File: config.mk
export PLATFORM = sky130hd
export DESIGN_NAME = fib_job_sched
export DESIGN_NICKNAME = d
export VERILOG_FILES = /design/src/rtl/fib_pkg.sv /design/src/rtl/fib_core.sv /design/src/rtl/fib_job_sched.sv
export SDC_FILE = /design/constraint.sdc
export NUM_CORES = 1
export LEC_CHECK = 0
export ABC_CLOCK_PERIOD_IN_PS = 2850
export CAP_MARGIN = 20
export CORE_MARGIN = 5
export CORE_UTILIZATION = 35
export DETAILED_ROUTE_END_ITERATION = 12
export PLACE_DENSITY = 0.69
export RECOVER_POWER = 25
export SLEW_MARGIN = 20
export SYNTH_ARGS = -nofsm -noshare
export SYNTH_HDL_FRONTEND = slang
export SYNTH_SLANG_ARGS = --single-unit
File: constraint.sdc
create_clock -name clock -period 2.85 [get_ports clock]
set_input_delay 0.855 -clock clock [delete_from_list [all_inputs] [get_ports clock]]
set_output_delay 0.855 -clock clock [all_outputs]
set_load 0.05 [all_outputs]
File: src/rtl/fib_pkg.sv
// Shared definitions for the Fibonacci job scheduler.
//   DEFAULT_DATA_W : default width of limits and terms
//   state_e        : scheduler states (IDLE arbitrates, RUN streams one job)
//   id_width()     : width of a requester ID for a given requester count
package fib_pkg;

    localparam int DEFAULT_DATA_W = 8;

    typedef enum logic [0:0] {
        IDLE = 1'b0,
        RUN  = 1'b1
    } state_e;

    // Never returns 0, so an ID field always has at least one bit.
    function automatic int id_width(input int num_req);
        return (num_req > 1) ? $clog2(num_req) : 1;
    endfunction

endpackage

File: src/rtl/fib_core.sv
// Fibonacci datapath: holds the two most recent terms and presents their sum.
//   clock, reset : rising-edge clock, synchronous active-high reset
//   load         : seed curr=0, next=1 (first sum is 1)
//   step         : advance curr<=next, next<=sum
//   sum          : curr+next truncated to DATA_W bits
//   carry        : carry-out of curr+next
module fib_core
    import fib_pkg::*;
#(
    parameter int DATA_W = DEFAULT_DATA_W
) (
    input  logic              clock,
    input  logic              reset,
    input  logic              load,
    input  logic              step,
    output logic [DATA_W-1:0] sum,
    output logic              carry
);

    logic [DATA_W-1:0] curr_q, curr_d;
    logic [DATA_W-1:0] next_q, next_d;

    // NOTE: every signal written here gets a default first, so no path can
    // leave it unassigned and infer a latch.
    always_comb begin
        {carry, sum} = {1'b0, curr_q} + {1'b0, next_q};
        curr_d       = curr_q;
        next_d       = next_q;
        if (load) begin
            curr_d = '0;
            next_d = DATA_W'(1);
        end else if (step) begin
            curr_d = next_q;
            next_d = sum;
        end
    end

    // NOTE: state registers use non-blocking assignments so every flop
    // samples its d input from before the edge, independent of statement order.
    always_ff @(posedge clock) begin
        if (reset) begin
            curr_q <= '0;
            next_q <= '0;
        end else begin
            curr_q <= curr_d;
            next_q <= next_d;
        end
    end

endmodule

File: src/rtl/fib_job_sched.sv
// Round-robin scheduler sharing one Fibonacci datapath among NUM_REQ requesters.
//   clock, reset         : rising-edge clock, synchronous active-high reset
//   req_valid[NUM_REQ]   : per-requester job request
//   req_limit            : per-requester limit, slice i belongs to requester i
//   req_ready[NUM_REQ]   : one-hot job-accept pulse (combinational, IDLE only)
//   out_valid/out_ready  : term beat handshake
//   out_data             : Fibonacci term (1, 2, 3, 5, ...)
//   out_id               : requester owning the beat
//   out_last             : final beat of the job (term >= limit or overflow)
//   out_ovf              : term overflowed DATA_W bits
//   busy                 : a job is in progress
module fib_job_sched
    import fib_pkg::*;
#(
    parameter int NUM_REQ = 4,
    parameter int DATA_W  = DEFAULT_DATA_W,
    parameter int ID_W    = id_width(NUM_REQ)
) (
    input  logic                      clock,
    input  logic                      reset,
    input  logic [NUM_REQ-1:0]        req_valid,
    input  logic [NUM_REQ*DATA_W-1:0] req_limit,
    output logic [NUM_REQ-1:0]        req_ready,
    output logic                      out_valid,
    input  logic                      out_ready,
    output logic [DATA_W-1:0]         out_data,
    output logic [ID_W-1:0]           out_id,
    output logic                      out_last,
    output logic                      out_ovf,
    output logic                      busy
);

    state_e            state_q, state_d;
    logic [ID_W-1:0]   rr_ptr_q, rr_ptr_d;
    logic [ID_W-1:0]   owner_q, owner_d;
    logic [DATA_W-1:0] limit_q, limit_d;

    logic              core_load;
    logic              core_step;
    logic [DATA_W-1:0] core_sum;
    logic              core_carry;

    logic              grant_found;
    logic [ID_W-1:0]   grant_idx;
    logic [DATA_W-1:0] limit_arr [NUM_REQ];

    for (genvar i = 0; i < NUM_REQ; i++) begin : g_limit
        assign limit_arr[i] = req_limit[i*DATA_W +: DATA_W];
    end

    // First requesting index at or above rr_ptr, wrapping past NUM_REQ-1.
    always_comb begin : rr_search
        int              cand;
        logic [ID_W-1:0] cand_id;
        grant_found = 1'b0;
        grant_idx   = '0;
        cand        = 0;
        cand_id     = '0;
        for (int off = 0; off < NUM_REQ; off++) begin
            cand = int'(rr_ptr_q) + off;
            if (cand >= NUM_REQ) begin
                cand = cand - NUM_REQ;
            end
            cand_id = ID_W'(cand);
            if (!grant_found && req_valid[cand_id]) begin
                grant_found = 1'b1;
                grant_idx   = cand_id;
            end
        end
    end

    always_comb begin : fsm_next
        state_d   = state_q;
        rr_ptr_d  = rr_ptr_q;
        owner_d   = owner_q;
        limit_d   = limit_q;
        core_load = 1'b0;
        core_step = 1'b0;
        req_ready = '0;
        out_valid = 1'b0;
        out_data  = '0;
        out_id    = '0;
        out_last  = 1'b0;
        out_ovf   = 1'b0;
        busy      = 1'b0;

        unique case (state_q)
            IDLE: begin
                // Reset masks the accept pulse so no requester believes it
                // was granted on a cycle whose capture is discarded.
                if (grant_found && !reset) begin
                    req_ready[grant_idx] = 1'b1;
                    owner_d              = grant_idx;
                    limit_d              = limit_arr[grant_idx];
                    core_load            = 1'b1;
                    state_d              = RUN;
                end
            end
            RUN: begin
                busy      = 1'b1;
                out_valid = 1'b1;
                out_data  = core_sum;
                out_id    = owner_q;
                out_ovf   = core_carry;
                out_last  = (core_sum >= limit_q) || core_carry;
                if (out_ready) begin
                    if (out_last) begin
                        state_d  = IDLE;
                        rr_ptr_d = (owner_q == ID_W'(NUM_REQ - 1)) ? '0 : owner_q + ID_W'(1);
                    end else begin
                        core_step = 1'b1;
                    end
                end
            end
            default: state_d = IDLE;
        endcase
    end

    always_ff @(posedge clock) begin
        if (reset) begin
            state_q  <= IDLE;
            rr_ptr_q <= '0;
            owner_q  <= '0;
            limit_q  <= '0;
        end else begin
            state_q  <= state_d;
            rr_ptr_q <= rr_ptr_d;
            owner_q  <= owner_d;
            limit_q  <= limit_d;
        end
    end

    fib_core #(
        .DATA_W (DATA_W)
    ) u_core (
        .clock (clock),
        .reset (reset),
        .load  (core_load),
        .step  (core_step),
        .sum   (core_sum),
        .carry (core_carry)
    );

endmodule

### Met2 routing, run 1

Bar = 20 µm.
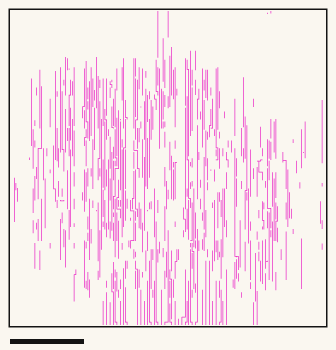
The longest straight run is 35.0 µm. The wires run mostly vertical. 343 nets have wire on it. The layer carries 3440 µm of wire. The layer holds 55% of the routed length.

### PDN straps and rails, run 1

Bar = 20 µm. Pins as bars on the die edge.
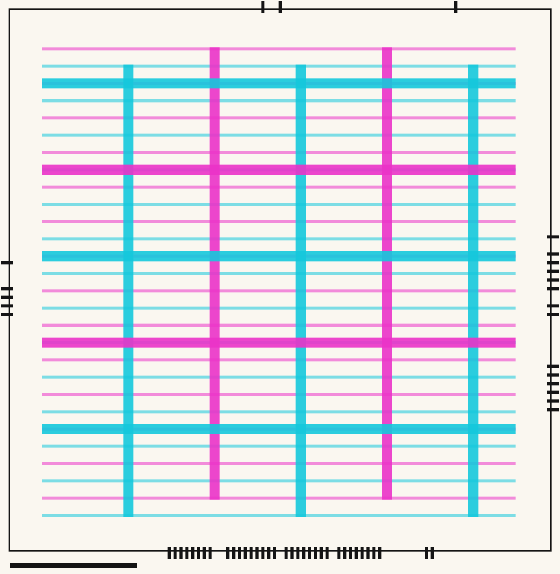
Key: VDD = magenta; VSS = cyan
28 met1 rails follow the rows. The core has 27 rows. 5 straps on met5.

### M3 wires, run 1

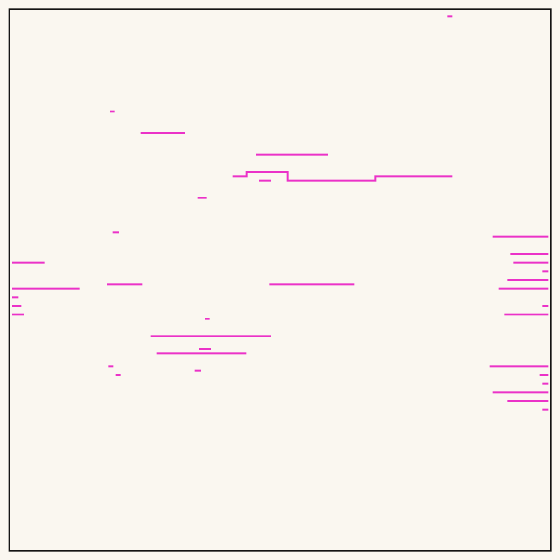
26 nets have wire on it. The longest straight run is 18.6 µm. The layer carries 198 µm of wire.
grt met3 use: 0.0379
via count of the routed design: 2019
Routed Wire Length: 6.30 mm

run 1: state kept, by name, summed over array words and instances, names as in the netlist:
name           count
limit_q            8
rr_ptr_q           2
owner_q            2
u_core.next_q      8
u_core.curr_q      8
state_q            1
run 1: area by class of cell:
cell class	count	share of cell area
inverter	14	0.0144
tap	72	0.0248
multi-input combinational	171	0.453
timing repair buffer	114	0.317
sequential	29	0.163
clock inverter	1	0.00138
clock buffer	7	0.0265
run 1: tightest hold or removal path: cells and delay by family (launching register included):
kind,cells,cell delay (ns)
simple gates,2,0.11
flops,1,0.33
run 1: stage by stage:
stage                     total power (µW)  hold WS, ns  setup TNS, ns
final                                 1260        0.478          -3.10
after floorplan                        659        0.433         -0.288
after global placement                 805        0.451          -1.96
after detailed placement               813        0.468          -2.79
after global routing                  1320        0.505          -6.41
after CTS                             1260        0.480          -2.03
run 1: cells by family after synthesis:
group	synth area share
AOI/OAI and AO/OA	0.165
xor gates and xnor gates	0.0223
adders and majority gates	0.118
buffers and inverters	0.0598
DFF	0.295
muxes	0.163
and+or+nand+nor	0.177
run 1: layer usage:
| layer | vias up | global-route usage | wire (µm) |
|---|---|---|---|
| li1 | 1013 | - | - |
| met1 | 953 | 0.185 | 2500 |
| met2 | 38 | 0.325 | 3440 |
| met3 | 15 | 0.0379 | 197 |
| met4 | 0 | 0.0604 | 158 |
| met5 | - | 0 | 0 |
run 1: repair_timing:
| action | in CTS | in global routing |
|---|---|---|
| pin swaps | 36 | 32 |
| cloned | 1 | 0 |
| setup endpoints to repair | 27 | 31 |
| setup buffers | 18 | 4 |
| resized | 60 | 34 |
run 1: power by group through the flow:
| stage | clock (µW) | combinational [µW] | sequential [µW] |
|---|---|---|---|
| floorplan | 0 | 208 | 451 |
| global placement | 0 | 356 | 449 |
| detailed placement | 0 | 363 | 450 |
| CTS | 389 | 427 | 444 |
| global route | 406 | 462 | 448 |
| finish | 381 | 433 | 445 |
run 1: synthesized netlist by cell type, types with 5 or more instances:
library cell  instances
nor2_1               25
mux2i_1              32
dfxtp_1              29
a21oi_1              11
o22a_1                8
ha_1                 17
nand2_1              15
inv_1                14
nor3_1                5
and2_1               11
o21ai_0               7
run 1: worst paths after layout:
path                                  startpoint          endpoint  slack, ns  cells after the start
worst min register to register        owner_q[1]        owner_q[1]       0.48                      2
worst max-delay path            u_core.next_q[0]          out_last      -0.61                     12
worst max register to register  u_core.next_q[0]  u_core.curr_q[1]      -0.22                     17
worst min-delay path                  owner_q[1]        owner_q[1]       0.48                      2
==> impl_metrics.toml, run 1 <==
# implementation run metrics
[status]
outcome = "finished with violations"
violations = "negative setup slack"

[sta]
setup_violations = 23
fin_ws_ns = -0.612
maxSlewHeadroom = 0.604
finalCriticalPeriod_ns = 3.46
finalHoldViolCount = 0

[cts]
cts_hold_buffers = 0
cts.path.max_buffers = 2
insertion_delay_ns = 0.28
clk_pin_slew_ns = 0.06
clock_sinks = 29

[routing]
first_pass_iters = 4
drt_iter0_drc = 55
viasPerCell = 4.95

[floorplan]
coreArea_um2 = 5470
placement_rows = 27

[worst_setup_path]
endpoint_kind = "output pin"
arrival_ns = 2.61
worst-path-max-fanout = 2
cpMaxStageDelayCell = "fa_2"
crit_path_start_kind = "flip-flop"
crit_chain = "ha_4, fa_2, a21oi_4, nor2_2, nor2_1, xnor2_1, ha_1, nand2_2, nor3_4, a21oi_2, a21boi_4, buf_12"

[yosys]
yosysTopAreaCell = "dfxtp_1"
syn_nets = 279
edf_count = 0
avgSynthCellArea_um2 = 8.87
yosysCellCount = 222

[placement]
dp_cells = 386
io_buffers = 56

[grt]
track_usage = 0.172

[final_layout]
area_growth_pct = 84.8
ff_latch_area_um2 = 593
lay_top_count = "buf_4"
nFillCells = 418

[pwr]
p_leak_uw = 0.00160
switchingPower_uw = 388
ir_drop_uv = 212
power_density_nw_per_um2 = 346
==> run 2, diff against run 1 <==
- ABC_CLOCK_PERIOD_IN_PS: 2850 -> default
### Signal wires by layer, run 2

Bar = 20 µm. Only two layers are drawn.
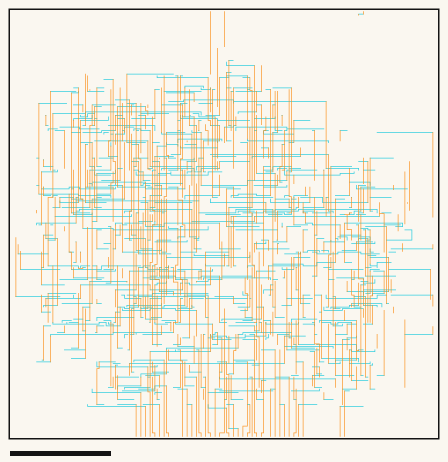
Key: metal 2 = orange [wire length 3440 µm]; metal 1 = cyan [wire length 2500 µm]

### PDN straps and rails, run 2

Bar = 20 µm. Pins as bars on the die edge.
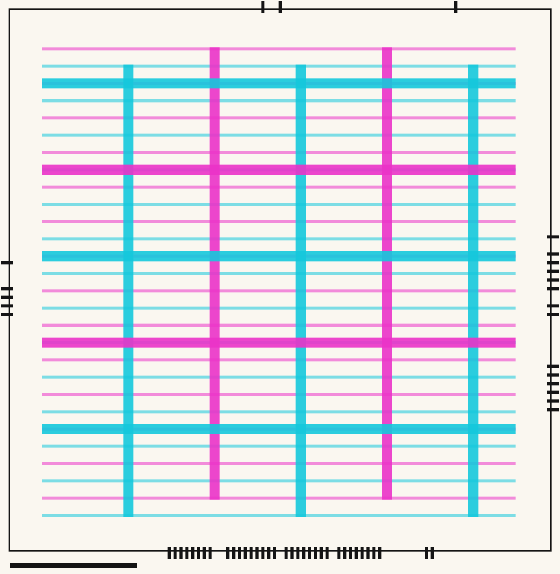
Key: VSS = cyan; VDD = magenta
5 straps on met5. 28 met1 rails follow the rows. 57 signal pins sit on the boundary. 5 straps on met4. The core has 27 rows.

==> run 2 against run 1 <==
Effect of this change:
- the flow still finishes with violations (negative setup slack)
- cell count unchanged
- die size did not move
- utilization unchanged
- critical path depth did not move
- largest cell class unchanged
==> impl_metrics.toml, run 2 <==
# implementation run metrics
[cts]
clk_pin_slew_ns = 0.06
cts_hold_buffers = 0
cts.path.max_buffers = 2
insertion_delay_ns = 0.28

[yosys]
synth.most_common_cell = "mux2i_1"
top_cells_by_count = "mux2i_1, dfxtp_1, nor2_1"
mux_area_frac = 0.163
simple_gate_share = 0.177
xor_share = 0.0223
logic_family = "simple AND/OR/NAND/NOR gates"
yosysTopAreaCell = "dfxtp_1"
avgSynthCellArea_um2 = 8.87

[worst_setup_path]
crit-reg2reg-launch = "u_core.next_q[0]"
arrival_ns = 2.61
r2r_setup_slack_ns = -0.22
r2r_end = "u_core.curr_q[1]"
crit_chain = "ha_4, fa_2, a21oi_4, nor2_2, nor2_1, xnor2_1, ha_1, nand2_2, nor3_4, a21oi_2, a21boi_4, buf_12"
r2r_cells = 17
worst-path-max-fanout = 2
cpMaxStageDelayCell = "fa_2"
crit_path_start_kind = "flip-flop"

[final_layout]
area_growth_pct = 84.8
nFillCells = 418
lay_top_count = "buf_4"

[pwr]
p_leak_uw = 0.00160
ir_drop_uv = 212

[worst_hold_path]
hold_depth = 2
hold_end = "owner_q[1]"
hold_path_startpoint = "owner_q[1]"

[routing]
drt_iter0_drc = 55
drt-total-wl_mm = 6.30
first_pass_iters = 4

[sta]
setup_violations = 23
finalHoldViolCount = 0
fin_hold_ws_ns = 0.478
fin_ws_ns = -0.612
finalCriticalPeriod_ns = 3.46

[status]
outcome = "finished with violations"
violations = "negative setup slack"

[grt]
top_usage_layer = "met2"

[floorplan]
coreArea_um2 = 5470
placement_rows = 27

[placement]
io_buffers = 56
### Met2 routing, run 2

Bar = 20 µm.
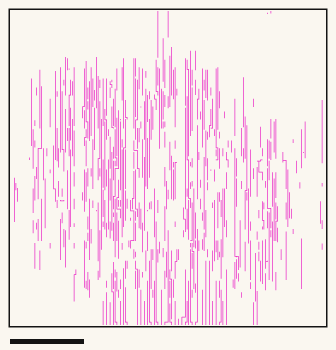
GRT met2 Usage: 0.325

## run 2: power by group
group          total, µW  internal, µW  switching [µW]
combinational        433           226             208
sequential           445           428            16.6
clock                381           218             163
total               1260           872             388
## run 2: how the worst max path moves through the flow
| stage | endpoint | startpoint | cells past startpoint |
|---|---|---|---|
| 6_report | out_last | u_core.next_q[0] | 12 |
| 5_1_grt | out_last | u_core.next_q[1] | 12 |
| 4_1_cts | out_last | u_core.curr_q[0] | 12 |
| 3_5_place_dp | out_last | u_core.next_q[0] | 12 |
| 3_3_place_gp | out_last | u_core.next_q[3] | 10 |
| 2_1_floorplan | out_last | u_core.next_q[4] | 9 |
## run 2: timing repair
item                       in CTS  in global routing
resized                        60                 34
setup buffers                  18                  4
cloned                          1                  0
setup endpoints to repair      27                 31
pin swaps                      36                 32
## run 2: cells by family (layout without fill, tap and decap cells)
group | Yosys count | count (layout)
flip-flops | 29 | 29
multiplexers | 32 | 32
AND-OR/OR-AND | 47 | 47
AND/OR/NAND/NOR | 69 | 69
buffers and inverters | 22 | 136
adder cells (fa/ha/maj) | 18 | 18
XOR/XNOR | 5 | 5
## run 2: metal layers
metal	vias up	routed length (µm)
met5	-	0
met4	0	158
met3	15	197
met2	38	3440
met1	953	2500
li1	1013	-
## run 2: cell type report
cell class / instances / area share
Clock buffer: 7 / 0.0265
Clock inverter: 1 / 0.00138
Inverter: 14 / 0.0144
Multi-Input combinational cell: 171 / 0.453
Sequential cell: 29 / 0.163
Tap cell: 72 / 0.0248
Timing Repair Buffer: 114 / 0.317
## run 2: metrics by stage
step                      std cells  power (µW)  setup WS (ns)
after floorplan                 222         659         -0.288
after global placement          386         805         -0.366
after detailed placement        386         813         -0.408
after CTS                       409        1260         -0.665
after global routing            408        1320         -0.722
final                           408        1260         -0.612
## run 2: critical path, delay by kind of cell (launching register included)
| family | cells | cell delay, ns |
|---|---|---|
| xor gates and xnor gates | 1 | 0.11 |
| buffers and inverters | 1 | 0.15 |
| DFF | 1 | 0.34 |
| adders and majority gates | 3 | 0.84 |
| AOI/OAI and AO/OA | 3 | 0.42 |
| and+or+nand+nor | 4 | 0.46 |
### Clock wiring as the flow saved it, run 2

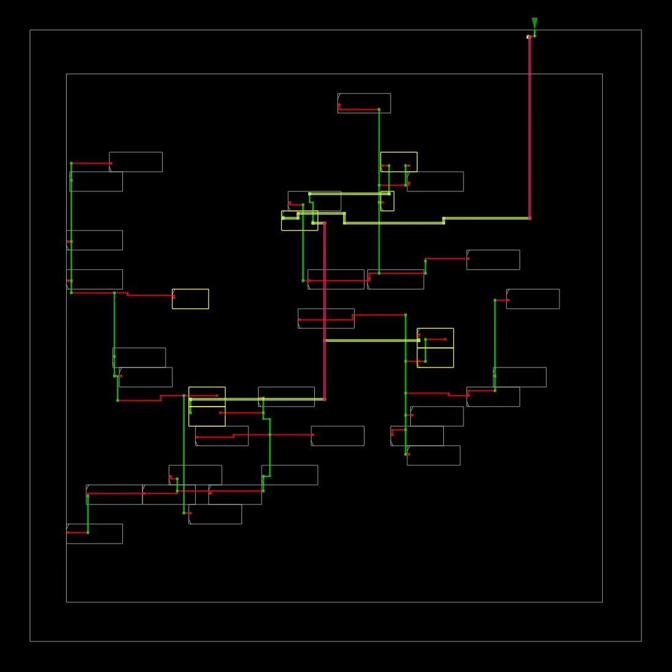

==> run 3, diff against run 2 <==
- CORE_UTILIZATION: 35 -> 48
- PLACE_DENSITY: 0.69 -> 0.86
- clock period: 2.85 -> 3.8 ns (I/O delays scaled with it)
### Clock wiring as the flow saved it, run 3

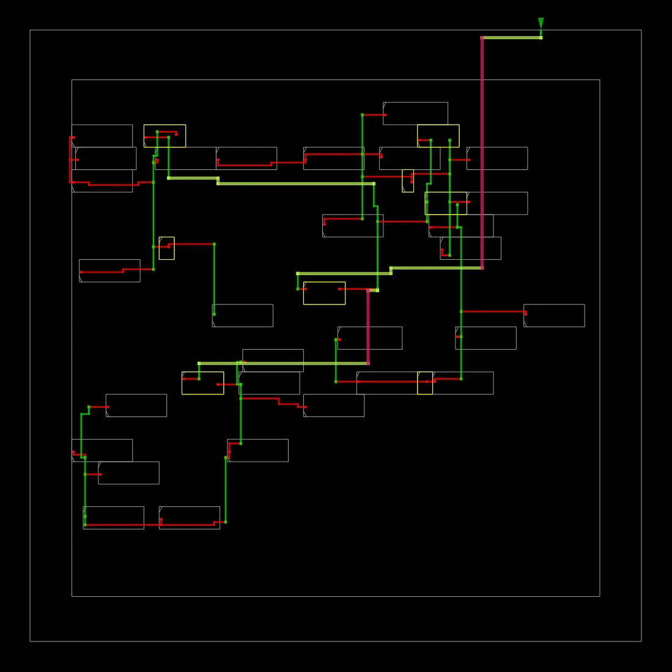
flip-flops: 29
clk pwr: 245 µW

### M3 wires, run 3

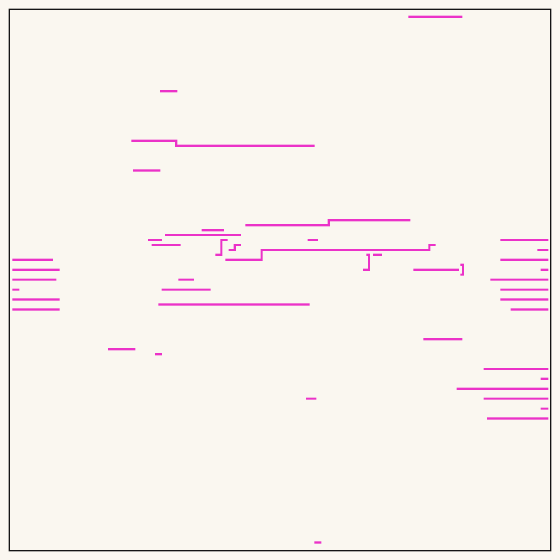
The layer holds 4.9% of the routed length. The layer carries 277 µm of wire. The wires run mostly horizontal. 38 nets have wire on it. The longest straight run is 23.0 µm.
via count of the routed design: 1901
grt met3 use: 0.0608
Routed Wire Length: 5.68 mm

### Met2 routing, run 3

Bar = 20 µm.
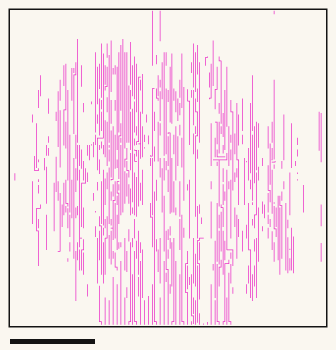
The longest straight run is 40.5 µm. 320 nets have wire on it. The layer holds 56% of the routed length. The wires run mostly vertical.

==> run 3 against run 2 <==
Effect of this change:
- critical path type unchanged
- synthesized cell count unchanged
- via count down 5.8%
- the flow still finishes with violations (negative setup slack)
- power down 34%
==> impl_metrics.toml, run 3 <==
# implementation run metrics
[yosys]
yosysTopAreaCell = "dfxtp_1"
ys.flops = 29
top_area_frac = 0.295
topCellsByArea = "dfxtp_1, mux2i_1, ha_1, nor2_1, o22a_1"
postSynthSeqShare = 0.295
synth.most_common_cell = "mux2i_1"
edf_count = 0
syn_nets = 279
yosys_warnings = 0
yosysCellCount = 222
avgSynthCellArea_um2 = 8.87
top_cells_by_count = "mux2i_1, dfxtp_1, nor2_1"
netlist_area_um2 = 1970

[worst_setup_path]
endpoint_kind = "output pin"
arrival_ns = 2.72
worst-path-max-fanout = 3
r2r_cells = 14
crit_chain = "ha_2, or4_4, o22ai_4, xnor2_2, ha_1, nand2_2, nor3_4, a21oi_2, a21boi_2, buf_12"
r2r_end = "u_core.next_q[0]"
r2r_setup_slack_ns = 0.48
cpMaxStageDelayCell = "or4_4"
cp_slowest_stage_delay_ns = 0.54
critPathKind = "reg2out"
crit-reg2reg-launch = "u_core.curr_q[1]"
crit_path_start_kind = "flip-flop"

[final_layout]
nFillCells = 301
reg_top3 = "limit_q (8), u_core.curr_q (8), u_core.next_q (8)"
area_growth_pct = 48.6
n_antenna_cell = 0
nets = 351
lay_top_count = "clkdlybuf4s50_1"

[sta]
fin_ws_ns = -0.0611
fin_setup_tns_ns = -0.0611
fin_skew_ns = 0.00564
maxSlewHeadroom = 0.493
worstMarginPinSlew_ns = 0.760
finalCriticalPeriod_ns = 3.86
setup_violations = 1
finalHoldViolCount = 0
final_max_slew_viol_count = 0
fmax_mhz = 259
fin_crit_sh = 1.02

[pwr]
p_leak_uw = 0.00136
ir_drop_uv = 240
power_density_nw_per_um2 = 286

[cts]
clock_sinks = 29
insertion_delay_ns = 0.28
cts_hold_buffers = 0
cts.path.max_buffers = 2
clk_pin_slew_ns = 0.06

[floorplan]
coreArea_um2 = 4000
io-pin-count = 57
placement_rows = 23

[routing]
first_pass_iters = 4
wl_per_cell_um = 16.5
drt_iter0_drc = 57
viasPerCell = 5.51

[worst_hold_path]
hold_depth = 2
hold_path.class = "reg2reg"
hold_end = "owner_q[1]"
hold_path_startpoint = "owner_q[1]"

[grt]
overflow = 0
grt_pass1_vias = 1892
track_usage = 0.205
antenna_found_initial = 0
grt_max_degree = 23

[placement]
dpl.hpwl_mm = 3.99
io_buffers = 56

[status]
violations = "negative setup slack"
outcome = "finished with violations"
[run 3: cell counts after synthesis]
Identical to the previous run, type by type.
[run 3: timing repair]
| action | CTS | global route |
|---|---|---|
| setup endpoints to repair | 4 | 7 |
| gates resized | 23 | 18 |
| setup buffers | 4 | 4 |
| pin swaps | 10 | 9 |
[run 3: kinds of logic (layout without fill, tap and decap cells)]
| family | Yosys count | after routing | synth area share |
|---|---|---|---|
| flops | 29 | 29 | 0.295 |
| compound gates | 47 | 47 | 0.165 |
| buf+inv | 22 | 95 | 0.0598 |
| xor+xnor | 5 | 5 | 0.0223 |
| mux | 32 | 32 | 0.163 |
| fa+ha+maj | 18 | 18 | 0.118 |
| simple gates | 69 | 69 | 0.177 |
[run 3: cell type report]
cell class                 instances  area [µm²]  share of cell area
multi-input combinational        171        1400               0.480
timing repair buffer              73         738               0.252
sequential                        29         584               0.200
clock buffer                       6        72.6              0.0248
tap                               50        62.6              0.0214
inverter                          14        52.6              0.0180
clock inverter                     2        10.0             0.00342
[run 3: critical path, delay by kind of cell (launching register included)]
family | cells | cell delay (ns)
xor+xnor | 1 | 0.10
simple gates | 3 | 0.84
flops | 1 | 0.34
compound gates | 3 | 0.44
fa+ha+maj | 2 | 0.55
buf+inv | 1 | 0.16
[run 3: where the power goes]
part / total, µW / internal, µW / switching, µW
clock: 245 / 127 / 119
sequential: 335 / 322 / 13.3
combinational: 256 / 127 / 129
total: 836 / 575 / 261
[run 3: worst max path at each step]
stage,startpoint,end,slack [ns],cells past startpoint
final,u_core.next_q[3],out_last,-0.06,10
after global routing,u_core.next_q[1],out_last,-0.15,11
after detailed placement,u_core.next_q[0],out_last,-0.10,12
after floorplan,req_valid[0],req_ready[0],-0.23,6
after global placement,u_core.next_q[0],out_last,-0.05,12
after CTS,u_core.next_q[0],out_last,-0.005,12
[run 3: layer usage]
metal	vias to the layer above	part of all wire	global-route usage
li1	928	-	-
met1	901	0.37	0.213
met2	61	0.56	0.388
met3	11	0.049	0.0608
met4	0	0.020	0.0724
met5	-	0	0
[run 3: metrics by stage]
step	total power [µW]	hold WS [ns]	setup slack (ns)	cells	area [µm²]
2_1_floorplan	481	0.433	-0.227	222	1970
3_3_place_gp	561	0.449	-0.0493	329	2640
3_5_place_dp	568	0.459	-0.103	329	2640
4_1_cts	825	0.467	-0.00484	341	2830
5_1_grt	874	0.484	-0.146	345	2920
6_report	836	0.466	-0.0611	345	2920
Power is estimated from default activity; no workload was simulated.
